--- src/rtl/debounce_bank.sv ---
// Multi-channel pushbutton conditioner: sync, debounce, press/release pulses
// and optional hold-to-repeat pulses, one independent lane per channel.
module debounce_bank #(
  parameter int unsigned          CHANNELS      = 4,
  parameter int unsigned          DB_CYCLES     = 131072,
  parameter int unsigned          HOLD_CYCLES   = 50000000,
  parameter int unsigned          REPEAT_CYCLES = 10000000,
  parameter logic [CHANNELS-1:0]  INVERT        = '0,
  parameter logic [CHANNELS-1:0]  REPEAT_EN     = '0
) (
  input  logic                clk,
  input  logic                rst_n,
  input  logic [CHANNELS-1:0] i_btn,
  output logic [CHANNELS-1:0] o_state,
  output logic [CHANNELS-1:0] o_press,
  output logic [CHANNELS-1:0] o_release,
  output logic [CHANNELS-1:0] o_repeat
);

  localparam int unsigned DB_W    = $clog2(DB_CYCLES);
  localparam int unsigned RPT_MAX = (HOLD_CYCLES > REPEAT_CYCLES) ? HOLD_CYCLES : REPEAT_CYCLES;
  localparam int unsigned RPT_W   = $clog2(RPT_MAX + 1);

  typedef enum logic [1:0] {
    S_IDLE = 2'd0,
    S_HOLD = 2'd1,
    S_RPT  = 2'd2
  } rpt_state_e;

  for (genvar i = 0; i < int'(CHANNELS); i++) begin : g_ch
    logic            sync1_q;
    logic            sync2_q;
    logic            lvl;
    logic            state_q;
    logic            state_d;
    logic            press_q;
    logic            release_q;
    logic            db_tgl;
    logic [DB_W-1:0] db_q;
    logic [DB_W-1:0] db_d;

    // Sync flops rest at the inactive pin level so reset yields logical 0.
    always_ff @(posedge clk or negedge rst_n) begin
      if (!rst_n) begin
        sync1_q <= INVERT[i];
        sync2_q <= INVERT[i];
      end else begin
        sync1_q <= i_btn[i];
        sync2_q <= sync1_q;
      end
    end

    assign lvl = sync2_q ^ INVERT[i];

    always_comb begin
      db_d    = db_q;
      state_d = state_q;
      db_tgl  = 1'b0;
      if (lvl == state_q) begin
        db_d = '0;
      end else if (db_q == DB_W'(DB_CYCLES - 1)) begin
        db_d    = '0;
        state_d = ~state_q;
        db_tgl  = 1'b1;
      end else begin
        db_d = db_q + DB_W'(1);
      end
    end

    always_ff @(posedge clk or negedge rst_n) begin
      if (!rst_n) begin
        db_q      <= '0;
        state_q   <= 1'b0;
        press_q   <= 1'b0;
        release_q <= 1'b0;
      end else begin
        db_q      <= db_d;
        state_q   <= state_d;
        press_q   <= db_tgl & ~state_q;
        release_q <= db_tgl & state_q;
      end
    end

    assign o_state[i]   = state_q;
    assign o_press[i]   = press_q;
    assign o_release[i] = release_q;

    if (REPEAT_EN[i]) begin : g_rpt
      rpt_state_e       fsm_q;
      rpt_state_e       fsm_d;
      logic [RPT_W-1:0] rc_q;
      logic [RPT_W-1:0] rc_d;
      logic             rpt_d;
      logic             rpt_q;

      // Expiry is detected one count early so the registered pulse lands on the target cycle.
      always_comb begin
        fsm_d = fsm_q;
        rc_d  = rc_q;
        rpt_d = 1'b0;
        unique case (fsm_q)
          S_IDLE: begin
            if (db_tgl && !state_q) begin
              fsm_d = S_HOLD;
              rc_d  = '0;
            end
          end
          S_HOLD: begin
            if (rc_q == RPT_W'(HOLD_CYCLES - 1)) begin
              rpt_d = 1'b1;
              rc_d  = '0;
              fsm_d = S_RPT;
            end else begin
              rc_d = rc_q + RPT_W'(1);
            end
          end
          S_RPT: begin
            if (rc_q == RPT_W'(REPEAT_CYCLES - 1)) begin
              rpt_d = 1'b1;
              rc_d  = '0;
            end else begin
              rc_d = rc_q + RPT_W'(1);
            end
          end
          default: begin
            fsm_d = S_IDLE;
            rc_d  = '0;
          end
        endcase
        // Release wins over a coinciding repeat expiry.
        if (db_tgl && state_q) begin
          fsm_d = S_IDLE;
          rc_d  = '0;
          rpt_d = 1'b0;
        end
      end

      always_ff @(posedge clk or negedge rst_n) begin
        if (!rst_n) begin
          fsm_q <= S_IDLE;
          rc_q  <= '0;
          rpt_q <= 1'b0;
        end else begin
          fsm_q <= fsm_d;
          rc_q  <= rc_d;
          rpt_q <= rpt_d;
        end
      end

      assign o_repeat[i] = rpt_q;
    end else begin : g_no_rpt
      assign o_repeat[i] = 1'b0;
    end
  end

endmodule

--- config.mk ---
export PLATFORM = sky130hd
export DESIGN_NAME = debounce_bank
export DESIGN_NICKNAME = d
export VERILOG_FILES = /design/src/rtl/debounce_bank.sv
export SDC_FILE = /design/constraint.sdc
export NUM_CORES = 1
export LEC_CHECK = 0
export ABC_AREA = 1
export CORE_MARGIN = 4
export CORE_UTILIZATION = 50
export DETAILED_ROUTE_END_ITERATION = 10
export GPL_TIMING_DRIVEN = 0
export PLACE_DENSITY = 0.68
export SYNTH_ARGS = -nofsm -noshare
export SYNTH_HDL_FRONTEND = slang
export SYNTH_SLANG_ARGS = --single-unit
--- constraint.sdc ---
create_clock -name clk -period 3.6 [get_ports clk]
set_input_delay 0.72 -clock clk [delete_from_list [all_inputs] [get_ports clk]]
set_output_delay 0.72 -clock clk [all_outputs]
set_load 0.05 [all_outputs]
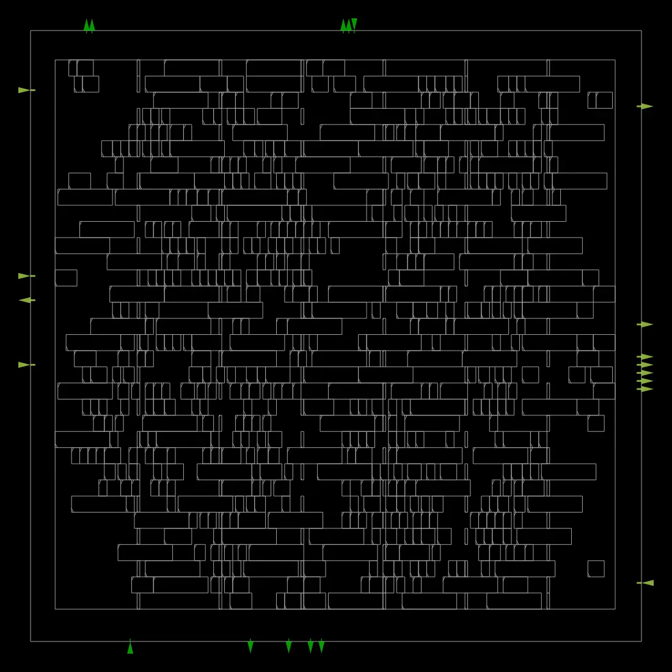
**Above:** run 1 (cell outlines without signal wires).
final core utilization: 0.5805
final sequential cell count: 88
tally of non-filler cells in the final layout: 737
total core area: 0.008721 mm²
tap cells: 108

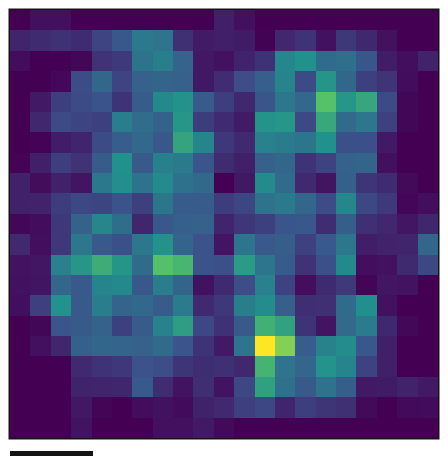
**Above:** run 1 (wire density map).
The bar under the picture is 20 µm long. The die is cut into 21 by 21 equal tiles; dark purple is low, yellow is high, scaled to the fullest tile. Values are wire area over tile area, all layers added.
The densest ninth of the die: centre. 19% of the tiles are nearly empty. 6.6% of the tiles are over half the peak. The mean over all tiles is 0.12. The fullest tile reaches 0.58.

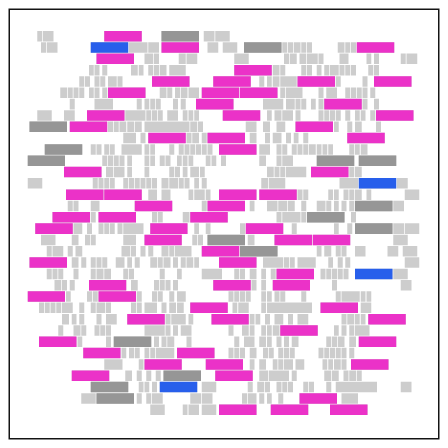
**Above:** run 1 (register map, names as in the netlist).
Other sequential cells in the stronger grey, the rest of the logic in the fainter grey.
Key: blue = g_ch.press_q [flops 4]; magenta = g_ch.db_q [flops 68, where widely spread]
power of the sequential group: 1.02 mW
sequential cell area: 0.002202 mm²
sequential cell area share: 0.4350

==> results.json, run 1 <==
{
  "status": "finished, final reports clean",
  "most_instantiated_flip_flop_cell_in_the_synthesis_netlist": "sky130_fd_sc_hd__dfrtp_1",
  "via_cell_ratio": 4.727,
  "synthDistinctLibCells": 25,
  "global_route.overflow_total": 0,
  "grt_max_degree": 69,
  "top_area_cell": "sky130_fd_sc_hd__dfrtp_1",
  "number_of_enable_type_register_cells_in_the_synthesized_netlist": 0,
  "timing.critical_path.arrival_ps": 1630,
  "reg2regPathDepth": 12,
  "yosys_area_mm2": 0.004499,
  "fp.dieArea_mm2": 0.01058,
  "fmax_mhz": 425.2,
  "place_congestion": 0.8363,
  "rows": 34,
  "slew_headroom": 0.6593,
  "grt_first_pass_wirelength_um": 14350,
  "cp.required_ps": 2880,
  "postCtsResizedCells": 0,
  "crit_slowest_cell": "sky130_fd_sc_hd__clkdlybuf4s50_1",
  "warnings": 26,
  "die_w_um": 102.9,
  "setup_tns_ps": 0,
  "grt_antenna_before_repair": 0,
  "finalPower_mw": 1.865,
  "postSynthAreaPerCell_um2": 7.600,
  "post_route_cells_drive_above_1_share": 0.1002,
  "register_area_share_after_synthesis": 0.4894,
  "cts_root_buffer": "sky130_fd_sc_hd__clkbuf_8",
  "final_period_minus_worst_setup_slack_ps": 2352,
  "dr.first_iter.drc_count": 120,
  "timing_max_transition_violations_final": 0,
  "unrepaired_setup_endpoints_after_global_routing": "no",
  "hpwlAfterDp_um": 5767,
  "ys.warnings.count": 0,
  "post-cts-setup-buffers": 0,
  "worst_hold_slack_ps": 228.2,
  "route.vias.total": 3484,
  "worstMarginPinSlew_ps": 509.4,
  "tritoncts": "done",
  "postRouteWirelength_um": 7812,
  "numCtsBuffers": 9
}
run 1: state kept, by name (all words and copies together) (netlist names):
name	flops
g_ch.db_q	68
g_ch.sync1_q	4
g_ch.press_q	4
g_ch.lvl	4
g_ch.release_q	4
g_ch.state_q	4
run 1: placed cells by master (no fill, tap or decap), types with 10 or more instances in the layout:
cell	instances
sky130_fd_sc_hd__buf_4	19
sky130_fd_sc_hd__nand3_1	19
sky130_fd_sc_hd__clkdlybuf4s50_1	16
sky130_fd_sc_hd__o21ai_0	20
sky130_fd_sc_hd__nand2_1	150
sky130_fd_sc_hd__inv_1	82
sky130_fd_sc_hd__nand2_2	10
sky130_fd_sc_hd__a21oi_1	23
sky130_fd_sc_hd__nor2_1	128
sky130_fd_sc_hd__dfrtp_1	88
sky130_fd_sc_hd__o21bai_1	10
run 1: cell families (layout without fill, tap and decap cells):
kind of cell / count (synthesis) / count (layout) / synth area share
flops: 88 / 88 / 0.4894
buf+inv: 104 / 138 / 0.1054
compound gates: 59 / 59 / 0.07342
fa+ha+maj: 8 / 8 / 0.02225
other cells: 1 / 4 / 0.0008335
simple gates: 332 / 332 / 0.3087
run 1: layer usage:
metal  share of wire  track usage
met3           0.027      0.03180
met4           0.023      0.07869
met1            0.48       0.2159
met5               0            0
met2            0.47       0.2855
run 1: layout make-up:
class                   instances  area (µm²)
repair buffers                 18       195.2
clock inverters                 6       93.84
fillers                       788        3659
clock buffers                  10       127.6
inverters                      84       316.6
plain buffers                  20       157.7
well taps                     108       135.1
flip-flops and latches         88        2202
multi-input cells             403        1834
run 1: through the flow:
step | worst slack (ps) | cell area, µm²
final | 1248 | 5062
after global routing | 1149 | 5062
after CTS | 1216 | 5062
after detailed placement | 1480 | 4841
after global placement | -1460 | 4816
after floorplan | 1811 | 4511
run 1: power breakdown:
part,switching [mW],internal (mW)
clock network,0.361,0.395
logic,0.0613,0.0327
registers,0.0127,1.00
total,0.435,1.43
run 1: worst max-delay path: cells and delay by family, from the launching register on:
family	cells	cell delay (ps)
flip-flops	1	380
buffers and inverters	2	890
run 1: final timing paths:
| kind | startpoint | to | slack (ps) |
|---|---|---|---|
| setup reg to reg | g_ch[1].db_q[0]$_DFF_PN0_ | g_ch[1].db_q[10]$_DFF_PN0_ | 1480 |
| hold / removal | rst_n | g_ch[1].db_q[4]$_DFF_PN0_ | 230 |
| setup / recovery | g_ch[3].state_q$_DFFE_PN0P_ | o_state[3] | 1250 |
| max in group asynchronous | rst_n | g_ch[2].lvl$_DFF_PN0_ | 2750 |
| min in group clk | g_ch[1].sync1_q$_DFF_PN0_ | g_ch[1].lvl$_DFF_PN0_ | 360 |
| hold reg to reg | g_ch[1].sync1_q$_DFF_PN0_ | g_ch[1].lvl$_DFF_PN0_ | 360 |
**Run 1: routed clock nets over the placement**

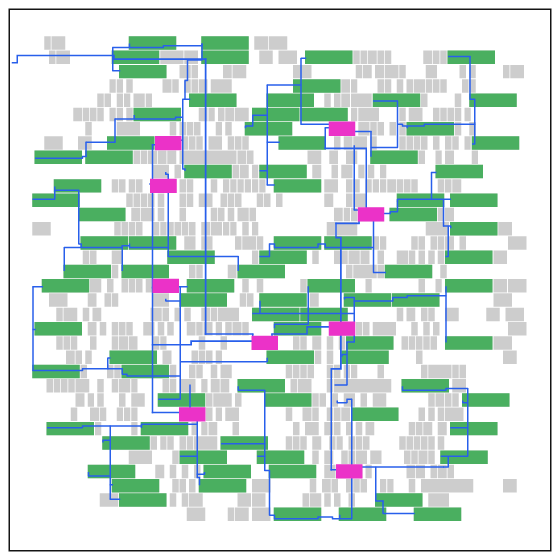

==> inputs of run 2 (changes only) <==
PLACE_DENSITY = 0.71   (was 0.68)
clock period = 2 ns   (was 3.6 ns; I/O delays follow)
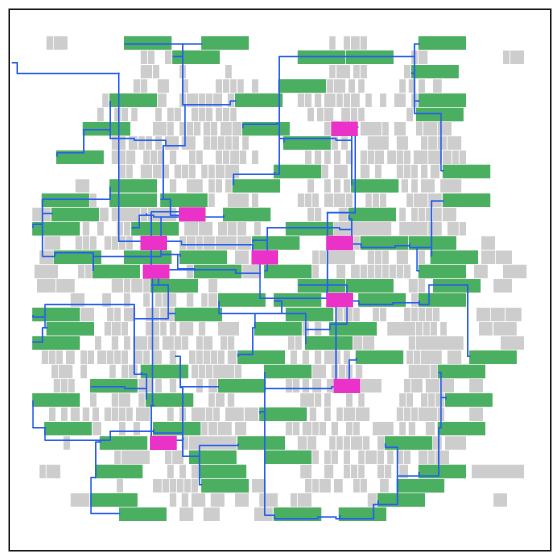
**Above:** run 2 (routed clock nets over the placement).
Key: blue = clock wires [length 1060 µm]; magenta = clock-net drivers [count 9]; green = flip-flops [count 88]
Position of the flops: widely spread.
Late-Pin Clk Latency: 350 ps
power attributed to the clock group: 1.16 mW
maximum clock skew at final layout: 11.85 ps

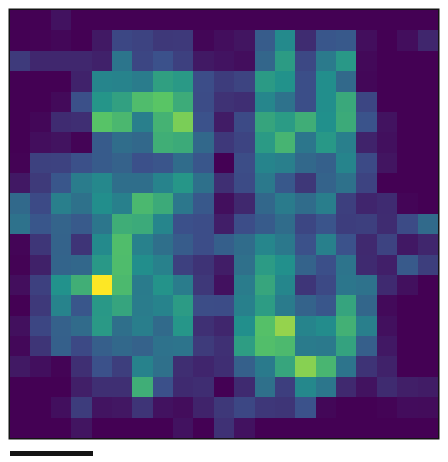
**Above:** run 2 (wire density map).
The bar under the picture is 20 µm long. The die is cut into 21 by 21 equal tiles; dark purple is low, yellow is high, scaled to the fullest tile. Values are wire area over tile area, all layers added.
The mean over all tiles is 0.12. The densest ninth of the die: west. 22% of the tiles are nearly empty. The fullest tile reaches 0.52. 13% of the tiles are over half the peak.

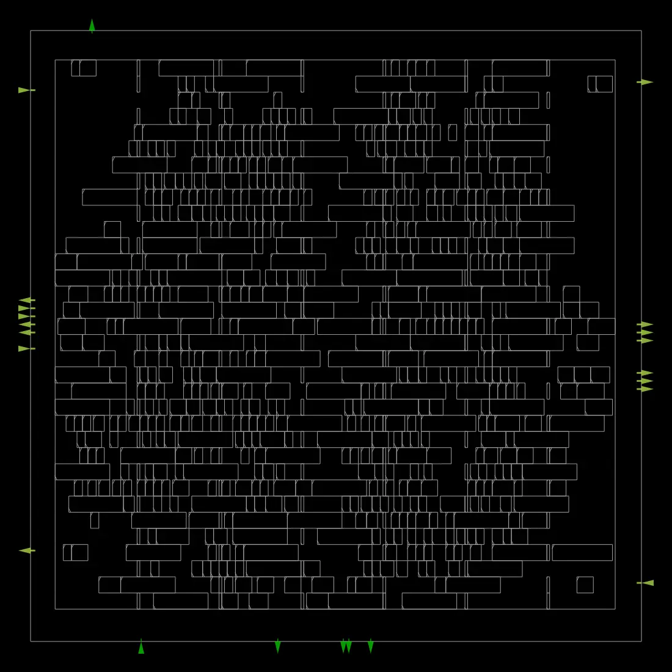
**Above:** run 2 (cell outlines without signal wires).
row cnt: 34
final core utilization: 0.6060

==> run 2 against run 1 <==
Effect of this change:
- first-iteration DRC count is 0.83% lower
- synthesized cell count stayed put
- largest cell class unchanged
- global-route usage is 0.16 points higher
- total power is 72% higher
- register-to-register slack worse by 1400 ps
- hold slack worse by 220 ps
- critical path type unchanged
- sequential power is 79% higher
- die area stayed put
- via count is 5.0% higher
- critical path depth stayed put
==> results.json, run 2 <==
{
  "ys.warnings.count": 0,
  "global_route.overflow_total": 0,
  "postSynthAreaPerCell_um2": 7.600,
  "registers.top_by_ff_count": "g_ch.db_q",
  "seqPwrFrac": 0.569,
  "timing.critical_path.arrival_ps": 1550,
  "die_w_um": 102.9,
  "worstMarginPinSlew_ps": 523.9,
  "hpwlAfterDp_um": 5900,
  "detail_route.wirelength.met1_um": 3835,
  "postRouteWirelength_um": 8428,
  "total_length_of_routed_met3_wires_um": 280,
  "register_area_share_after_synthesis": 0.4894,
  "p_sw_mw": 0.7481,
  "cts_root_buffer": "sky130_fd_sc_hd__clkbuf_8",
  "dr.max_layer_used": "met4",
  "layout_top_cells": "sky130_fd_sc_hd__nand2_1 (146), sky130_fd_sc_hd__nor2_1 (124), sky130_fd_sc_hd__dfrtp_1 (88)",
  "post_route_cells_drive_above_1_share": 0.1618,
  "core_region_area_mm2": 0.008721,
  "setup_tns_ps": 0,
  "status": "finished, final reports clean",
  "synthDistinctLibCells": 25,
  "most_instantiated_flip_flop_cell_in_the_synthesis_netlist": "sky130_fd_sc_hd__dfrtp_1",
  "fp.dieArea_mm2": 0.01058,
  "crit_slowest_cell": "sky130_fd_sc_hd__clkdlybuf4s50_1",
  "cp.required_ps": 1600,
  "timing_max_transition_violations_final": 0,
  "worst_path_dominant_cell_family": "buffers and inverters",
  "p_clk_frac": 0.361,
  "met2WireLength_um": 4221,
  "slew_headroom": 0.6507,
  "worst_hold_slack_ps": 12.21,
  "dp_slack_ps": -196.5,
  "numCtsBuffers": 9,
  "fmax_mhz": 512.0,
  "max_reg_flops": 68
}
## run 2: routing by layer
| layer | up-vias | track usage |
|---|---|---|
| li1 | 1899 | - |
| met1 | 1709 | 0.2190 |
| met2 | 43 | 0.2999 |
| met3 | 8 | 0.02977 |
| met4 | 0 | 0.05777 |
| met5 | - | 0 |
## run 2: worst max-delay path by stage
| stage | endpoint | start | slack, ps | depth (start not counted) |
|---|---|---|---|---|
| floorplan | g_ch[2].db_q[8]$_DFF_PN0_ | g_ch[2].db_q[0]$_DFF_PN0_ | 210 | 14 |
| global route | g_ch[0].db_q[7]$_DFF_PN0_ | g_ch[0].db_q[1]$_DFF_PN0_ | -20 | 12 |
| detailed placement | g_ch[1].db_q[7]$_DFF_PN0_ | g_ch[1].db_q[0]$_DFF_PN0_ | -200 | 12 |
| finish | o_press[2] | g_ch[2].press_q$_DFF_PN0_ | 50 | 2 |
| CTS | g_ch[1].db_q[7]$_DFF_PN0_ | g_ch[1].db_q[1]$_DFF_PN0_ | -30 | 12 |
| global placement | g_ch[2].db_q[12]$_DFF_PN0_ | rst_n | -2700 | 1 |
## run 2: metrics by stage
step	utilization	std cells	cell area [µm²]
2_1_floorplan	-	595	4511
3_3_place_gp	0.5522	720	4816
3_5_place_dp	0.5551	721	4841
4_1_cts	0.5851	744	5102
5_1_grt	0.6060	757	5285
6_report	0.6060	757	5285
## run 2: cell families after synthesis
group                    count (synthesis)  synth area share
AND/OR/NAND/NOR                        332            0.3087
AND-OR/OR-AND                           59           0.07342
flip-flops                              88            0.4894
buffers and inverters                  104            0.1054
other                                    1         0.0008335
adder cells (fa/ha/maj)                  8           0.02225
## run 2: area by class of cell
type	instances	area, µm²
buffer	20	161.4
clock buffer	11	131.4
clock inverter	3	45.04
fill	778	3436
inverter	84	319.1
multi-input combinational	403	1922
sequential	88	2202
tap	108	135.1
timing repair buffer	40	369.1
## run 2: worst reg2reg max path: stages (launching register included)
cell and delay (ps):
sky130_fd_sc_hd__dfrtp_1 420, sky130_fd_sc_hd__ha_4 180, sky130_fd_sc_hd__nand2_4 60, sky130_fd_sc_hd__nor2_4 160, sky130_fd_sc_hd__nand4_1 160, sky130_fd_sc_hd__nor2_2 150
sky130_fd_sc_hd__ha_2 200, sky130_fd_sc_hd__inv_2 60, sky130_fd_sc_hd__nand2_4 70, sky130_fd_sc_hd__inv_4 50, sky130_fd_sc_hd__buf_6 120, sky130_fd_sc_hd__o21ai_1 70
sky130_fd_sc_hd__nor2_1 50
## run 2: power by group through the flow
stage / logic [mW] / clock network, mW / registers [mW]
3_3_place_gp: 0.164 / 0 / 1.86
3_5_place_dp: 0.174 / 0 / 1.86
4_1_cts: 0.197 / 1.20 / 1.82
5_1_grt: 0.259 / 1.27 / 1.83
2_1_floorplan: 0.104 / 0 / 1.86
6_report: 0.226 / 1.16 / 1.83
## run 2: timing repair
action / 4_1_cts / 5_1_grt
pin swaps: 3 / 17
resized: 11 / 32
setup endpoints to repair: 40 / 52
hold buffers: 0 / 0
cloned: 0 / 1
setup buffers: 9 / 12
**Run 2: cells by drive strength**

The bar under the picture is 20 µm long.
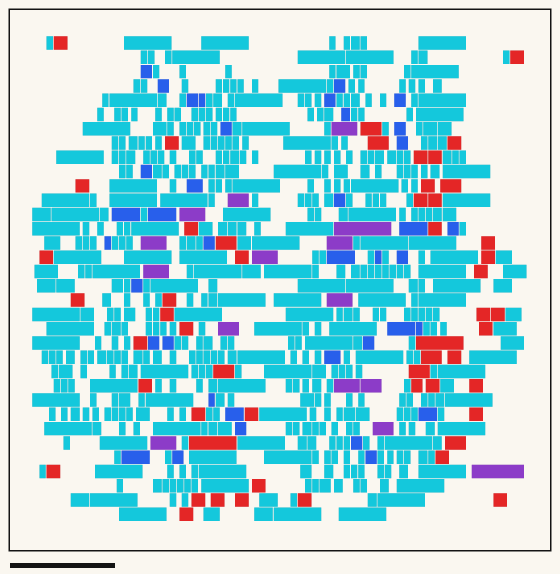

==> inputs of run 3 (changes only) <==
ABC_AREA = not set   (was 1)
REMOVE_ABC_BUFFERS = 1   (was not set)
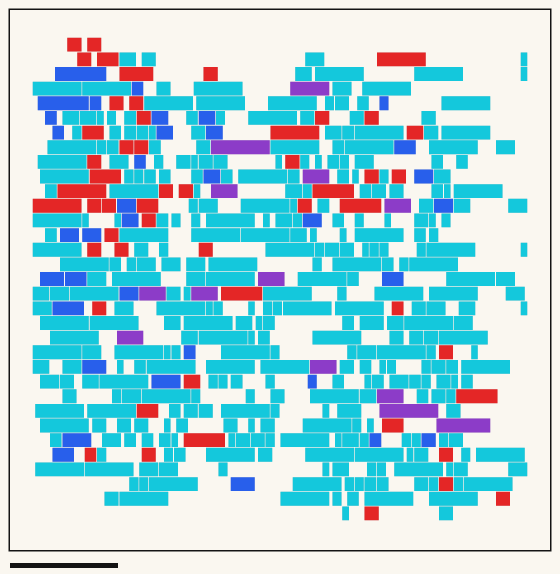
**Above:** run 3 (cells by drive strength).
The bar under the picture is 20 µm long.
Key: red = x3 and x4 [cells 52, share 12%]; blue = x2 [cells 35, share 7.8%]; purple = x6 and larger [cells 13, share 2.9%]; cyan = x1 and smaller [cells 346, share 78%]

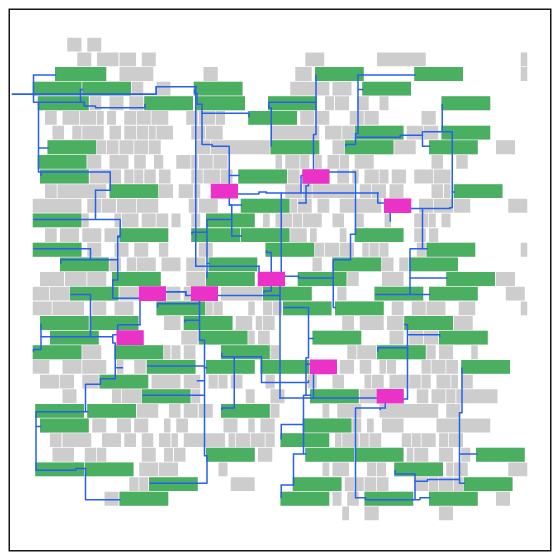
**Above:** run 3 (routed clock nets over the placement).
Key: blue = clock wires [length 1050 µm]; green = flip-flops [count 88]; magenta = clock-net drivers [count 9]
There are 10 routed clock nets.
power attributed to the clock group: 1.32 mW
clock network power share: 0.396
maximum clock skew at final layout: 16.32 ps

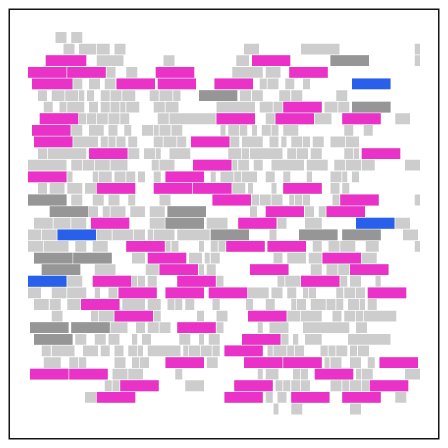
**Above:** run 3 (register map, names as in the netlist).
Other sequential cells in the stronger grey, the rest of the logic in the fainter grey.
Key: magenta = g_ch.db_q [flops 68, where widely spread]; blue = g_ch.press_q [flops 4]
Another 16 sequential cells are not coloured.
power of the sequential group: 1.83 mW
sequential cell area share: 0.4307
sequential cell area: 0.002205 mm²
final core utilization: 0.6198

==> run 3 against run 2 <==
Effect of this change:
- the run now ends with negative setup slack left
- global-route usage up 0.21 points
- largest power group unchanged
- flip-flop count unchanged
- critical path type is now reg -> reg
- register-to-register slack worse by 190 ps
- sequential share of layout area up 1.4 points
- die area down 5.0%
==> results.json, run 3 <==
{
  "global_route.overflow_total": 0,
  "grt_max_degree": 73,
  "dp_slack_ps": -642.7,
  "rows": 33,
  "ff2ff_setup_slack_ps": -60,
  "post_route_cells_drive_above_1_share": 0.2242,
  "via_cell_ratio": 5.871,
  "worst_path_dominant_cell_family": "simple AND/OR/NAND/NOR gates",
  "number_of_enable_type_register_cells_in_the_synthesized_netlist": 0,
  "status": "finished, violations left",
  "layout.cells.non_filler": 551,
  "registers.top_by_ff_count": "g_ch.db_q",
  "timing_max_transition_violations_final": 0,
  "failing_checks": "negative setup slack",
  "slew_headroom": 0.4185,
  "fin_crit_sh": 1.031,
  "unrepaired_setup_endpoints_after_global_routing": "yes",
  "cts_root_buffer": "sky130_fd_sc_hd__clkbuf_8",
  "core_region_area_mm2": 0.008258,
  "setup_tns_ps": -396.3,
  "critPathBufInv": 1,
  "swShare": 0.2280,
  "route.vias.total": 3235,
  "dp_cells": 503,
  "worstSkewPairLatency_ps": 350,
  "worstHoldPathType": "reg -> reg",
  "die_w_um": 100.3,
  "critical_path.max_stage_delay_ps": 440,
  "layout_top_cells": "sky130_fd_sc_hd__dfrtp_1 (86), sky130_fd_sc_hd__nand3_1 (32), sky130_fd_sc_hd__buf_4 (29)",
  "grt_antenna_before_repair": 0,
  "worst_hold_slack_ps": 351.0,
  "crit_slowest_cell": "sky130_fd_sc_hd__or4_4",
  "dr.first_iter.drc_count": 130,
  "worst-path-max-fanout": 8,
  "regToRegStartpoint": "g_ch[2].db_q[0]$_DFF_PN0_",
  "most_instantiated_flip_flop_cell_in_the_synthesis_netlist": "sky130_fd_sc_hd__dfrtp_1",
  "hp-start": "g_ch[1].sync1_q$_DFF_PN0_",
  "reg2regPathDepth": 8,
  "timing.critical_path.arrival_ps": 2270,
  "synthDistinctLibCells": 34,
  "hpwlAfterDp_um": 5040,
  "max_reg_flops": 68,
  "placedInstanceArea_mm2": 0.004415,
  "seqPwrFrac": 0.549,
  "final_period_minus_worst_setup_slack_ps": 2063,
  "fin_ws_ps": -62.76,
  "mostFrequentLayoutCell": "sky130_fd_sc_hd__dfrtp_1",
  "grt_first_pass_wirelength_um": 14350,
  "top_area_cell": "sky130_fd_sc_hd__dfrtp_1",
  "cp.required_ps": 2210,
  "worstMarginPinSlew_ps": 869.2,
  "setup_viol": 16,
  "register_area_share_after_synthesis": 0.5172,
  "tritoncts": "done",
  "cp_common_cell": "sky130_fd_sc_hd__ha_4",
  "ys.warnings.count": 0,
  "numCtsBuffers": 9,
  "start_kind": "register",
  "yosys_area_mm2": 0.004258,
  "postSynthAreaPerCell_um2": 10.46,
  "critical_path.reg2reg.endpoint": "g_ch[2].db_q[11]$_DFF_PN0_",
  "finalPower_mw": 3.339,
  "power.combinational.fraction": 0.056,
  "warnings": 27,
  "design_area_mm2": 0.005119,
  "fp.dieArea_mm2": 0.01006,
  "p_per_area_mw_per_mm2": 652.4,
  "postRouteWirelength_um": 8471,
  "p_sw_mw": 0.7614,
  "fillers": 681,
  "place_congestion": 0.7486,
  "p_int_mw": 2.578,
  "whs_endpoint": "g_ch[1].lvl$_DFF_PN0_",
  "combGateArea_mm2": 0.002081,
  "fmax_mhz": 484.8
}
==> run 3: cell families (layout without fill, tap and decap cells) <==
family,count (synthesis),in the layout,synth area share
AND-OR/OR-AND,56,56,0.07817
other,1,4,0.0008807
buffers and inverters,44,79,0.05466
AND/OR/NAND/NOR,174,175,0.2445
XOR/XNOR,16,16,0.03291
flip-flops,88,88,0.5172
multiplexers,20,20,0.04819
adder cells (fa/ha/maj),8,8,0.02351
==> run 3: worst reg2reg max path, cell delays in order, from the launching register on <==
cell	delay, ps
sky130_fd_sc_hd__dfrtp_1	410
sky130_fd_sc_hd__ha_4	160
sky130_fd_sc_hd__nand2_2	60
sky130_fd_sc_hd__or4_4	440
sky130_fd_sc_hd__nor3_4	160
sky130_fd_sc_hd__ha_4	190
sky130_fd_sc_hd__clkinvlp_4	240
sky130_fd_sc_hd__nand3b_1	190
sky130_fd_sc_hd__mux2i_1	80
==> run 3: routing by layer <==
layer	vias up	track usage	wire length (µm)
li1	1538	-	-
met1	1620	0.2293	3689
met2	68	0.2829	4282
met3	9	0.04795	404
met4	0	0.05389	95
met5	-	0	0
==> run 3: worst max path at each step <==
stage / from / end / slack [ps] / cells after the start
floorplan: g_ch[3].db_q[0]$_DFF_PN0_ / g_ch[3].db_q[11]$_DFF_PN0_ / -200 / 8
global placement: rst_n / g_ch[2].db_q[2]$_DFF_PN0_ / -2690 / 1
detailed placement: g_ch[3].db_q[0]$_DFF_PN0_ / g_ch[3].db_q[11]$_DFF_PN0_ / -640 / 8
CTS: g_ch[2].db_q[0]$_DFF_PN0_ / g_ch[2].db_q[12]$_DFF_PN0_ / -40 / 8
global route: g_ch[2].db_q[0]$_DFF_PN0_ / g_ch[2].db_q[11]$_DFF_PN0_ / -130 / 9
finish: g_ch[2].db_q[0]$_DFF_PN0_ / g_ch[2].db_q[11]$_DFF_PN0_ / -60 / 8
==> run 3: cell type report <==
type,instances,area share
well taps,105,0.02567
multi-input cells,279,0.4065
inverters,14,0.01296
clock buffers,11,0.02567
clock inverters,5,0.01589
flip-flops and latches,88,0.4307
repair inverters,2,0.002444
repair buffers,47,0.08018
==> run 3: repair_timing <==
item | CTS | global route
gates resized | 38 | 24
hold buffers | 1 | 0
setup buffers | 16 | 12
endpoints found under the setup margin | 70 | 58
pin swaps | 10 | 11
endpoints found under the hold margin | 16 | 0
cloned | 2 | 1
==> run 3: power by group through the flow <==
| stage | registers [mW] | clock network, mW | logic [mW] |
|---|---|---|---|
| CTS | 1.83 | 1.36 | 0.180 |
| detailed placement | 1.87 | 0 | 0.144 |
| finish | 1.83 | 1.32 | 0.186 |
| global route | 1.84 | 1.44 | 0.208 |
| global placement | 1.87 | 0 | 0.135 |
| floorplan | 1.86 | 0 | 0.0764 |
Power is estimated from default activity; no workload was simulated.
